===== config.mk =====
export PLATFORM = sky130hd
export DESIGN_NAME = pcu_minsum
export DESIGN_NICKNAME = d
export VERILOG_FILES = /design/src/rtl/ldpc_pkg.sv /design/src/rtl/min2_tracker.sv /design/src/rtl/pcu_minsum.sv
export SDC_FILE = /design/constraint.sdc
export NUM_CORES = 1
export LEC_CHECK = 0
export ABC_AREA = 1
export CAP_MARGIN = 30
export CORE_UTILIZATION = 25
export CTS_CLUSTER_SIZE = 24
export DETAILED_ROUTE_END_ITERATION = 12
export PLACE_DENSITY = 0.44
export SYNTH_ARGS = -nofsm -noshare
export SYNTH_HDL_FRONTEND = slang
export SYNTH_SLANG_ARGS = --single-unit

===== constraint.sdc =====
create_clock -name clk -period 7.9 [get_ports clk]
set_input_delay 1.58 -clock clk [delete_from_list [all_inputs] [get_ports clk]]
set_output_delay 1.58 -clock clk [all_outputs]
set_load 0.05 [all_outputs]

===== src/rtl/ldpc_pkg.sv =====
// ---------------------------------------------------------------------------
// ldpc_pkg
// Constants and types shared by the LDPC decoder blocks.
//   - Default code geometry (check-node degree, LLR magnitude width)
//   - One-hot state encoding of the min-sum check-node processing unit
// ---------------------------------------------------------------------------
package ldpc_pkg;

    // Default check-node degree and LLR magnitude width of the decoder.
    localparam int LDPC_MAX_COLS  = 8;
    localparam int LDPC_WIDTH_LLR = 6;

    // Check-node processing unit states, one-hot.
    typedef enum logic [3:0] {
        ST_IDLE   = 4'b0001,
        ST_SCAN   = 4'b0010,
        ST_CALC   = 4'b0100,
        ST_RETURN = 4'b1000
    } pcu_state_t;

endpackage


===== src/rtl/min2_tracker.sv =====
// ---------------------------------------------------------------------------
// min2_tracker
// Combinational next-state of the two-smallest-magnitudes tracker used by the
// min-sum check node. Feeding one column per call, it keeps the smallest
// magnitude (min1), its column index (idx) and the second smallest (min2).
// Strict less-than: the first occurrence of a minimum keeps idx, a later
// equal value becomes min2.
//
// Ports:
//   active    in   column takes part in the update (else state passes through)
//   mag       in   column magnitude
//   col       in   column index of mag
//   min1      in   current smallest magnitude
//   min2      in   current second smallest magnitude
//   idx       in   current column index of min1
//   min1_nxt  out  updated smallest magnitude
//   min2_nxt  out  updated second smallest magnitude
//   idx_nxt   out  updated column index of min1
// ---------------------------------------------------------------------------
module min2_tracker
    import ldpc_pkg::*;
#(
    parameter int WIDTH_LLR = LDPC_WIDTH_LLR,
    parameter int IDX_W     = 3
) (
    input  logic                 active,
    input  logic [WIDTH_LLR-1:0] mag,
    input  logic [IDX_W-1:0]     col,
    input  logic [WIDTH_LLR-1:0] min1,
    input  logic [WIDTH_LLR-1:0] min2,
    input  logic [IDX_W-1:0]     idx,
    output logic [WIDTH_LLR-1:0] min1_nxt,
    output logic [WIDTH_LLR-1:0] min2_nxt,
    output logic [IDX_W-1:0]     idx_nxt
);

    always_comb begin
        min1_nxt = min1;
        min2_nxt = min2;
        idx_nxt  = idx;
        if (active) begin
            if (mag < min1) begin
                min2_nxt = min1;
                min1_nxt = mag;
                idx_nxt  = col;
            end else if (mag < min2) begin
                min2_nxt = mag;
            end
        end
    end

endmodule


===== src/rtl/pcu_minsum.sv =====
// ---------------------------------------------------------------------------
// pcu_minsum
// Min-sum check-node processing unit. On start, the column LLRs are captured,
// scanned one column per cycle to find min1/min2/idx and the sign parity,
// then the extrinsic magnitude/sign of every active column is computed in one
// cycle and held on the registered outputs until the next operation.
//
// Ports:
//   clk       in   clock, rising edge
//   rst       in   synchronous active-high reset
//   start     in   operation request, accepted only when idle
//   llr_in    in   column magnitudes, column j at [j*WIDTH_LLR +: WIDTH_LLR]
//   sign_in   in   column signs (1 = negative)
//   col_mask  in   1 = column active
//   mode      in   0 = plain min-sum, 1 = offset min-sum
//   offset    in   offset subtracted from the magnitudes in mode 1
//   llr_out   out  extrinsic magnitudes (registered)
//   sign_out  out  extrinsic signs (registered)
//   busy      out  operation in progress
//   done      out  one-cycle completion pulse
// ---------------------------------------------------------------------------
module pcu_minsum
    import ldpc_pkg::*;
#(
    parameter int MAX_COLS  = LDPC_MAX_COLS,
    parameter int WIDTH_LLR = LDPC_WIDTH_LLR
) (
    input  logic                          clk,
    input  logic                          rst,
    input  logic                          start,
    input  logic [MAX_COLS*WIDTH_LLR-1:0] llr_in,
    input  logic [MAX_COLS-1:0]           sign_in,
    input  logic [MAX_COLS-1:0]           col_mask,
    input  logic                          mode,
    input  logic [WIDTH_LLR-1:0]          offset,
    output logic [MAX_COLS*WIDTH_LLR-1:0] llr_out,
    output logic [MAX_COLS-1:0]           sign_out,
    output logic                          busy,
    output logic                          done
);

    localparam int IDX_W = (MAX_COLS > 1) ? $clog2(MAX_COLS) : 1;
    localparam logic [IDX_W-1:0] LAST_COL = IDX_W'(MAX_COLS - 1);

    // Subtraction clamped at zero so a large offset never wraps.
    function automatic logic [WIDTH_LLR-1:0] sat_sub(
        input logic [WIDTH_LLR-1:0] a,
        input logic [WIDTH_LLR-1:0] b
    );
        return (a > b) ? (a - b) : '0;
    endfunction

    pcu_state_t state, state_nxt;

    // Operands captured at start; held for the whole operation.
    logic [MAX_COLS*WIDTH_LLR-1:0] cap_llr;
    logic [MAX_COLS-1:0]           cap_sign;
    logic [MAX_COLS-1:0]           cap_mask;
    logic                          cap_mode;
    logic [WIDTH_LLR-1:0]          cap_offset;

    logic [IDX_W-1:0]     counter;
    logic [WIDTH_LLR-1:0] min1, min2;
    logic [IDX_W-1:0]     idx;
    logic                 parity;

    logic [WIDTH_LLR-1:0] mag_arr [MAX_COLS];
    logic [WIDTH_LLR-1:0] min1_nxt, min2_nxt;
    logic [IDX_W-1:0]     idx_nxt;

    logic [MAX_COLS*WIDTH_LLR-1:0] calc_llr;
    logic [MAX_COLS-1:0]           calc_sign;

    for (genvar g = 0; g < MAX_COLS; g++) begin : g_unpack
        assign mag_arr[g] = cap_llr[g*WIDTH_LLR +: WIDTH_LLR];
    end

    // State register
    always_ff @(posedge clk) begin
        if (rst) begin
            state <= ST_IDLE;
        end else begin
            state <= state_nxt;
        end
    end

    // Next-state logic
    always_comb begin
        state_nxt = state;
        unique case (state)
            ST_IDLE:   if (start) state_nxt = ST_SCAN;
            ST_SCAN:   if (counter == LAST_COL) state_nxt = ST_CALC;
            ST_CALC:   state_nxt = ST_RETURN;
            ST_RETURN: state_nxt = ST_IDLE;
            default:   state_nxt = ST_IDLE;
        endcase
    end

    assign busy = (state != ST_IDLE);
    assign done = (state == ST_RETURN);

    // Operand capture (data only, no reset needed)
    always_ff @(posedge clk) begin
        if (state == ST_IDLE && start && !rst) begin
            cap_llr    <= llr_in;
            cap_sign   <= sign_in;
            cap_mask   <= col_mask;
            cap_mode   <= mode;
            cap_offset <= offset;
        end
    end

    min2_tracker #(
        .WIDTH_LLR (WIDTH_LLR),
        .IDX_W     (IDX_W)
    ) u_min2_tracker (
        .active   (cap_mask[counter]),
        .mag      (mag_arr[counter]),
        .col      (counter),
        .min1     (min1),
        .min2     (min2),
        .idx      (idx),
        .min1_nxt (min1_nxt),
        .min2_nxt (min2_nxt),
        .idx_nxt  (idx_nxt)
    );

    // Extrinsic values: each column sees the minimum of all the others,
    // which is min2 for the column that holds min1 and min1 for the rest.
    always_comb begin
        calc_llr  = '0;
        calc_sign = '0;
        for (int j = 0; j < MAX_COLS; j++) begin
            if (cap_mask[j]) begin
                if (IDX_W'(j) == idx) begin
                    calc_llr[j*WIDTH_LLR +: WIDTH_LLR] =
                        cap_mode ? sat_sub(min2, cap_offset) : min2;
                end else begin
                    calc_llr[j*WIDTH_LLR +: WIDTH_LLR] =
                        cap_mode ? sat_sub(min1, cap_offset) : min1;
                end
                calc_sign[j] = cap_sign[j] ^ parity;
            end
        end
    end

    // Scan / calc datapath
    always_ff @(posedge clk) begin
        if (rst) begin
            counter  <= '0;
            min1     <= '1;
            min2     <= '1;
            idx      <= '0;
            parity   <= 1'b0;
            llr_out  <= '0;
            sign_out <= '0;
        end else begin
            unique case (state)
                ST_IDLE: begin
                    if (start) begin
                        counter <= '0;
                        min1    <= '1;
                        min2    <= '1;
                        idx     <= '0;
                        parity  <= 1'b0;
                    end
                end
                ST_SCAN: begin
                    min1   <= min1_nxt;
                    min2   <= min2_nxt;
                    idx    <= idx_nxt;
                    parity <= parity ^ (cap_mask[counter] & cap_sign[counter]);
                    if (counter != LAST_COL) begin
                        counter <= counter + 1'b1;
                    end
                end
                ST_CALC: begin
                    llr_out  <= calc_llr;
                    sign_out <= calc_sign;
                end
                default: ;
            endcase
        end
    end

endmodule


### Clock nets

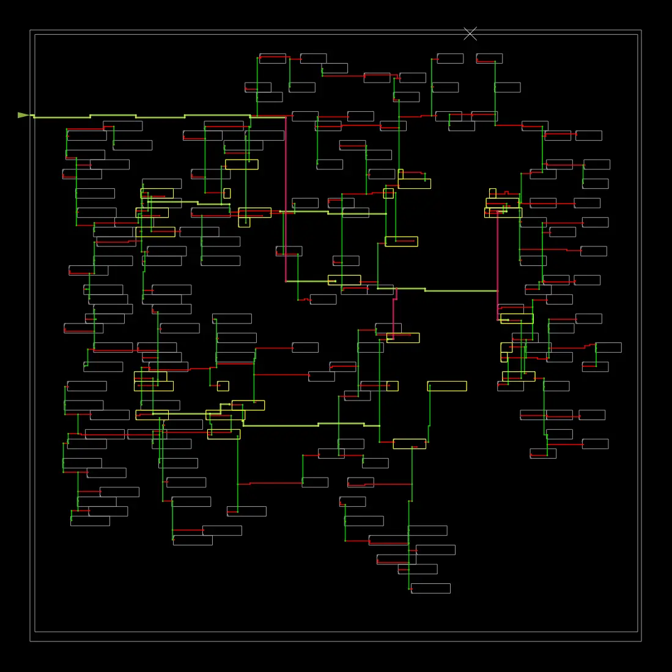
Latency at later pin: 0.43 ns
total clock buffers created by CTS: 17

### Power grid

Scale bar: 50 um. Pins as bars on the die edge. Tap cells in grey.
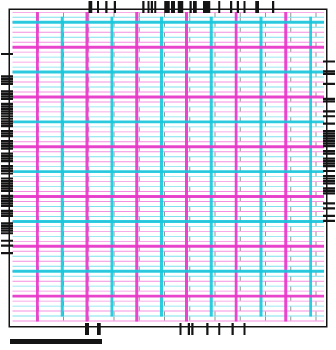
| colour | net |
|---|---|
| magenta | VSS |
| cyan | VDD |
met4 straps: 12
met5 straps: 12
tap cells: 384
core outline area: 0.0287 mm^2
die outline width: 173 um

### Placement by cell class

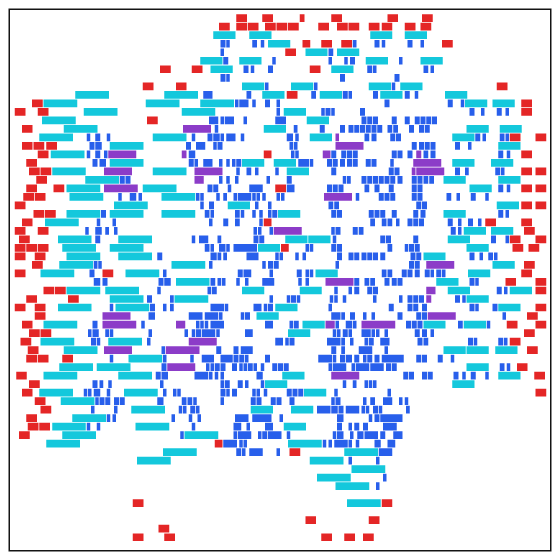
| colour | class | cells | share of their area |
|---|---|---|---|
| red | remaining buffers and delay cells | 136 | 15% |
| blue | remaining logic cells | 682 | 38% |
| purple | clock drivers and dummy loads | 31 | 6.7% |
| cyan | registers | 150 | 41% |
Core Rows: 62
final core occ: 33.4%
Post-Layout Inst Area: 0.00958 mm^2

==> git commit body <==
Update PnR metrics after Yosys + OpenROAD run

- Dominant cells by area after synthesis: sky130_fd_sc_hd__edfxtp_1 (29%), sky130_fd_sc_hd__dfxtp_1 (22%), sky130_fd_sc_hd__nand3_1 (13%)
- Number of warnings in the stage logs: 26
- In this run, the number of DRC markers left after iteration 0 of detailed routing was 392.
- Post-detailed-route via-to-cell ratio: roughly 4.7
- Per report_power, the Sequential row totals 0.000873 W.
* Post-Synthesis Mean Instance Area: 8.44 um^2
* Cell depth of the worst min-delay path: 2
- Multi-input combinational cells in the finished layout were counted as 610.
- Worst slew margin relative to its limit: 39.2%
* Final Total Pwr: 0.00205 W
* Total setup violations reported at the end of the flow: 0
- Met2 track demand over resource: 24.6%
- The commonest register cell is sky130_fd_sc_hd__dfxtp_1.
- On the reported timing paths, the clock transition at the registers reads 0.06 ns.
* Area of the chip: between 0.02 and 0.03 mm^2
* Setup slack of the worst register-to-register path: 4.62 ns
* Capture point of the worst path: done
* Post-layout minimum cycle time: approximately 3.6 ns
- In this run, the combinational gates consume ~16% of the power.
- Number of distinct library cells after synthesis: 39
* Leading cell types by count after synthesis: sky130_fd_sc_hd__nand3_1 (193), sky130_fd_sc_hd__nand2_1 (169), sky130_fd_sc_hd__dfxtp_1 (79)
* Number of remaining DRC errors: 1
* Status: finished, violations left
- Maximum achievable frequency: 0.278 GHz
* Reg area: 0.00371 mm^2
- Per the synthesis report, the XOR/XNOR share of the synthesized area is under 10%.
* CP Cell Sequence: nor4_1 > clkdlybuf4s50_1
- Per the synthesis report, the simple-gate share of the synthesized area is 27.2%.
- Final Hold Vio Count: 0
- Number of stages on the worst setup path: 2
- Antenna diodes: 0
* Violated checks: design-rule violations
* Number of global-route vias before repair: between 6000 and 7000
- Fraction of power consumed by sequential logic: 42.5%
- Worst voltage drop across the vdd grid: 133 uV
- Multiplexer area fraction after synthesis: 0%
### Wiring by layer

Scale bar: 50 um. Two of the layers only.
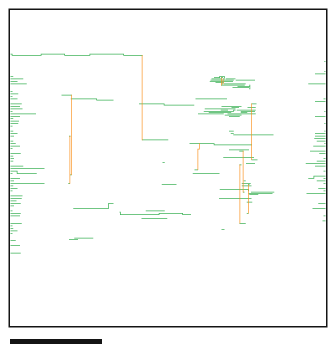
| colour | layer | wire length |
|---|---|---|
| green | M3 | 1070 um |
| orange | M4 | 238 um |
per-cell routed wire length: 16.0 um
post-detailed-routing wire length: 22100 um
vias post-DR: 6459
global router's overall resource usage: 14.9%

### Routed clock nets over the placement

Scale bar: 50 um.
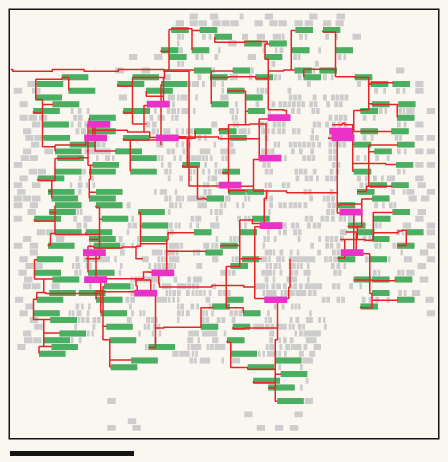
[red] clock wires | length: 2240 um
[green] flip-flops | count: 150
[magenta] clock-net drivers | count: 17
flops lie: all over the die
Post-Route Skew: 0.0105 ns
fraction of power consumed by the clock network: 41.6%
reported clock group power: 0.000855 W

Power figures rest on the tool's default switching activity, not on a simulated workload.
